m3.png
Scale: 3 px per um. Cells faint in the background.
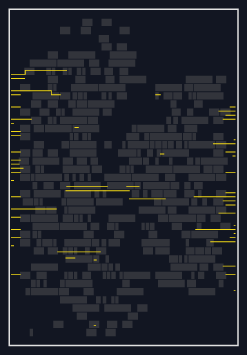
clock_nets.png
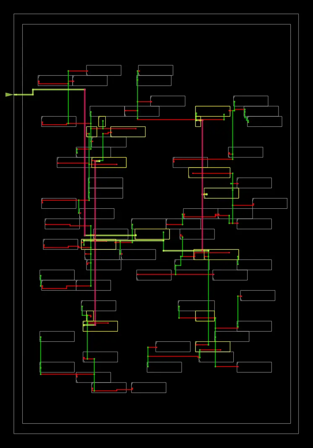
## src/rtl/hex_dump_pkg.sv

```systemverilog
// Shared types and ASCII constants for the hex dump sequencer.
// HEX_DUMP_CRLF_EN adds the CR/LF states that terminate each printed word.
package hex_dump_pkg;

  localparam logic [7:0] ASCII_ZERO = 8'h30;
  localparam logic [7:0] ASCII_A    = 8'h41;
  localparam logic [7:0] ASCII_CR   = 8'h0D;
  localparam logic [7:0] ASCII_LF   = 8'h0A;

`ifdef HEX_DUMP_CRLF_EN
  typedef enum logic [1:0] {StIdle, StEmit, StCr, StLf} state_e;
`else
  typedef enum logic [0:0] {StIdle, StEmit} state_e;
`endif

endpackage

```

## src/rtl/nibble_to_char.sv

```systemverilog
// Combinational map of one hex nibble to its uppercase ASCII character.
module nibble_to_char
  import hex_dump_pkg::*;
(
  input  logic [3:0] nibble,
  output logic [7:0] ascii
);

  always_comb begin
    if (nibble < 4'd10) begin
      ascii = ASCII_ZERO + {4'b0000, nibble};
    end else begin
      ascii = ASCII_A + {4'b0000, nibble} - 8'd10;
    end
  end

endmodule

```

## src/rtl/hex_dump_seq.sv

```systemverilog
// Prints each accepted word as NIBBLES uppercase hex characters, MSB first.
// Define HEX_DUMP_CRLF_EN to follow every word with CR, LF.
module hex_dump_seq
  import hex_dump_pkg::*;
#(
  parameter int unsigned NIBBLES = 8,
  parameter int unsigned CNT_W   = 16
) (
  input  logic                 clk,
  input  logic                 rst_n,
  input  logic                 in_valid,
  output logic                 in_ready,
  input  logic [4*NIBBLES-1:0] in_data,
  output logic                 out_valid,
  input  logic                 out_ready,
  output logic [7:0]           out_char,
  output logic                 busy,
  output logic [CNT_W-1:0]     words_done
);

  localparam int unsigned DW   = 4 * NIBBLES;
  localparam int unsigned IDXW = (NIBBLES > 1) ? $clog2(NIBBLES) : 1;

  state_e            state_q, state_d;
  logic [DW-1:0]     shift_q, shift_d;
  logic [IDXW-1:0]   idx_q, idx_d;
  logic [7:0]        char_q, char_d;
  logic              valid_q, valid_d;
  logic              ready_q, ready_d;
  logic [CNT_W-1:0]  done_q, done_d;

  logic [3:0] nibble;
  logic [7:0] nibble_ascii;
  logic       accept;
  logic       take;

  assign accept = in_valid & ready_q;
  assign take   = valid_q & out_ready;

  // shift_q holds only the not-yet-printed nibbles, so in IDLE the first
  // character comes straight from in_data and later ones from the shifter.
  assign nibble = (state_q == StIdle) ? in_data[DW-1 -: 4] : shift_q[DW-1 -: 4];

  nibble_to_char u_nibble_to_char (
    .nibble (nibble),
    .ascii  (nibble_ascii)
  );

  always_comb begin
    state_d = state_q;
    shift_d = shift_q;
    idx_d   = idx_q;
    char_d  = char_q;
    valid_d = valid_q;
    done_d  = done_q;
    case (state_q)
      StIdle: begin
        if (accept) begin
          shift_d = in_data << 4;
          idx_d   = IDXW'(NIBBLES - 1);
          char_d  = nibble_ascii;
          valid_d = 1'b1;
          state_d = StEmit;
        end
      end
      StEmit: begin
        if (take) begin
          if (idx_q != '0) begin
            idx_d   = idx_q - IDXW'(1);
            char_d  = nibble_ascii;
            shift_d = shift_q << 4;
          end else begin
`ifdef HEX_DUMP_CRLF_EN
            char_d  = ASCII_CR;
            state_d = StCr;
`else
            valid_d = 1'b0;
            done_d  = done_q + CNT_W'(1);
            state_d = StIdle;
`endif
          end
        end
      end
`ifdef HEX_DUMP_CRLF_EN
      StCr: begin
        if (take) begin
          char_d  = ASCII_LF;
          state_d = StLf;
        end
      end
      StLf: begin
        if (take) begin
          valid_d = 1'b0;
          done_d  = done_q + CNT_W'(1);
          state_d = StIdle;
        end
      end
`endif
      default: state_d = StIdle;
    endcase
    // Registered so in_ready stays low until the first edge after reset.
    ready_d = (state_d == StIdle);
  end

  always_ff @(posedge clk or negedge rst_n) begin
    if (!rst_n) begin
      state_q <= StIdle;
      shift_q <= '0;
      idx_q   <= '0;
      char_q  <= 8'h00;
      valid_q <= 1'b0;
      ready_q <= 1'b0;
      done_q  <= '0;
    end else begin
      state_q <= state_d;
      shift_q <= shift_d;
      idx_q   <= idx_d;
      char_q  <= char_d;
      valid_q <= valid_d;
      ready_q <= ready_d;
      done_q  <= done_d;
    end
  end

  assign in_ready   = ready_q;
  assign out_valid  = valid_q;
  assign out_char   = char_q;
  assign busy       = (state_q != StIdle);
  assign words_done = done_q;

endmodule
```

## config.mk

```make
export PLATFORM = sky130hd
export DESIGN_NAME = hex_dump_seq
export DESIGN_NICKNAME = d
export VERILOG_FILES = /design/src/rtl/hex_dump_pkg.sv /design/src/rtl/nibble_to_char.sv /design/src/rtl/hex_dump_seq.sv
export SDC_FILE = /design/constraint.sdc
export NUM_CORES = 1
export LEC_CHECK = 0
export CORE_ASPECT_RATIO = 1.5
export CORE_MARGIN = 2
export CORE_UTILIZATION = 35
export DETAILED_ROUTE_END_ITERATION = 12
export GPL_ROUTABILITY_DRIVEN = 0
export PLACE_DENSITY_LB_ADDON = 0.3
export SLEW_MARGIN = 20
export SYNTH_ARGS = -nofsm -noshare
export SYNTH_HDL_FRONTEND = slang
export SYNTH_SLANG_ARGS = --single-unit
```

## constraint.sdc

```tcl
create_clock -name clk -period 4 [get_ports clk]
set_input_delay 1 -clock clk [delete_from_list [all_inputs] [get_ports clk]]
set_output_delay 1 -clock clk [all_outputs]
set_load 0.1 [all_outputs]
```

==> results.txt <==
Flow results are below.

- The ratio of routed vias to standard cells is 4.76, for reference.
- The commonest register cell after synthesis is sky130_fd_sc_hd__dfrtp_1, for reference.
- The post-route worst hold slack is 476 ps, for reference.
- By area the synthesized netlist is led by sky130_fd_sc_hd__dfrtp_1 53%, sky130_fd_sc_hd__mux2i_1 10%, sky130_fd_sc_hd__nand2_1 4.9%, sky130_fd_sc_hd__o21ai_0 4.8%, sky130_fd_sc_hd__xnor2_1 3.2%.
- The final timing report lists a hold violation count of 0.
- The endpoint identified for the worst register-to-register timing path is shift_q[17].
- The worst setup path is launched from a flop.
- The last timing report of the flow puts the setup violation total at 0.
- The number of cells in the design after placement is 401, for reference.
- The number of warning messages in the logs is 27, for reference.
- The peak per-stage delay on the critical path is 1180 ps, for reference.
- The depth of the worst register-to-register path is 5, for reference.
- The leakage power summed over all cells is 1.74 nW, for reference.
- The setup total negative slack is 0 ps, for reference.
- In this run, the synthesized area fraction spent on xor and xnor cells is recorded as 5.19%.
- The type of the setup path with the least slack is reg -> out, for reference.
- After layout, the worst path uses 74.0% of the clock period.
- The global-route total usage across every layer is 14.2%, for reference.
- Traced cell by cell, the critical path runs through clkdlybuf4s50_1.
- The most used logic cell in the final layout is sky130_fd_sc_hd__clkdlybuf4s50_1, for reference.
- The count of port buffers added during placement is 61, for reference.
- The flow ran to the end, and the final reports show no timing, DRC or antenna violations.
- The proportion of power drawn by combinational gates is 39.9%, for reference.
- The filler cells instantiated in the layout total 703.
- The TritonCTS clock tree is done, for reference.
- The area share of the largest cell type after synthesis is 52.8%, for reference.
- The transition time recorded at the tightest slew-check pin is 997 ps.
- The number of enable-type register cells in the synthesized netlist is 0, for reference.
- The H-tree was split into 3 levels.
- At floorplan, the net count of the design was reported as 287.
- The final global-route overflow total is 0, for reference.
- According to the finish report, the design has a final net count of 350.
- The netlist uses 36 different library cells.
- The share of total power dissipated in the clock network is 27.4%.
- The top cell type by total area after synthesis is sky130_fd_sc_hd__dfrtp_1, for reference.
- Per report_power, the top consumer among the power groups is combinational logic.
- According to the timing report, the data required time at the worst endpoint equals 3000 ps.
- The number of cell instances after yosys synthesis is 247, for reference.
- The number of max-cap violations is 0, for reference.
- The largest buffer count on any clock path is 2, for reference.
- Derived from the worst setup path, the maximum achievable clock frequency is 0.338 GHz.
- The remaining antenna violation count is 0, for reference.
- The time the worst path needs with I/O delays and setup is 2960 ps, for reference.
- Setup repair after global routing left no endpoint under its margin.
- The non-clock buffer share of cell area is 17.3%, for reference.
- Once layout is complete, the utilization of the core stands at 48.3%.
- The combined area of all synthesized cells is 2700 um2, for reference.
- The first global-routing pass estimated 9130 um of wire.
- CTS placed an instance of sky130_fd_sc_hd__clkbuf_16 at the clock tree root.
- The maximum number of pins on one net before global-route repair is 39, for reference.
- The quantity of hold-fixing buffers added after cts is 0, for reference.
- The count of buffers added by post-CTS timing repair for setup is 0, for reference.
- Per the hold report, the tightest min-delay path originates at words_done[15].
Back to the opening pictures, m3.png:
longest straight run = 21.2 um
nets with wire on the layer = 48
wire length on this layer = 268 um
main direction = horizontal

Back to the opening pictures, clock_nets.png:
number of sinks handled by clock tree synthesis: 57
worst-skew pair later-pin latency: 320 ps
power in the clock group: 0.753 mW
clkbuf count: 11
CTS Buf Count: 9

## routing by layer
layer  track usage, %  part of all wire [%]  wire, um  vias to the layer above
li1                 -                     -         -                      987
met1             17.8                    44      2430                      932
met2             21.8                    48      2650                       58
met3             3.35                   4.9       267                       10
met4             8.42                   2.5       138                        0
met5                0                     0         0                        -
## worst max path at each step
stage	startpoint	to
after CTS	words_done[3]	words_done[3]
after floorplan	busy	words_done[11]
after detailed placement	out_ready	shift_q[24]
after global routing	words_done[3]	words_done[3]
after global placement	out_ready	out_char[0]
final	words_done[3]	words_done[3]
## through the flow
stage / setup WS [ps] / instance area (um2)
after floorplan: 1780 / 2700
after global placement: 1170 / 3350
after detailed placement: 1140 / 3350
after CTS: 1030 / 3650
after global routing: 964 / 3650
final: 1040 / 3650
No activity file was given, so power comes from the tool's default toggle rates.
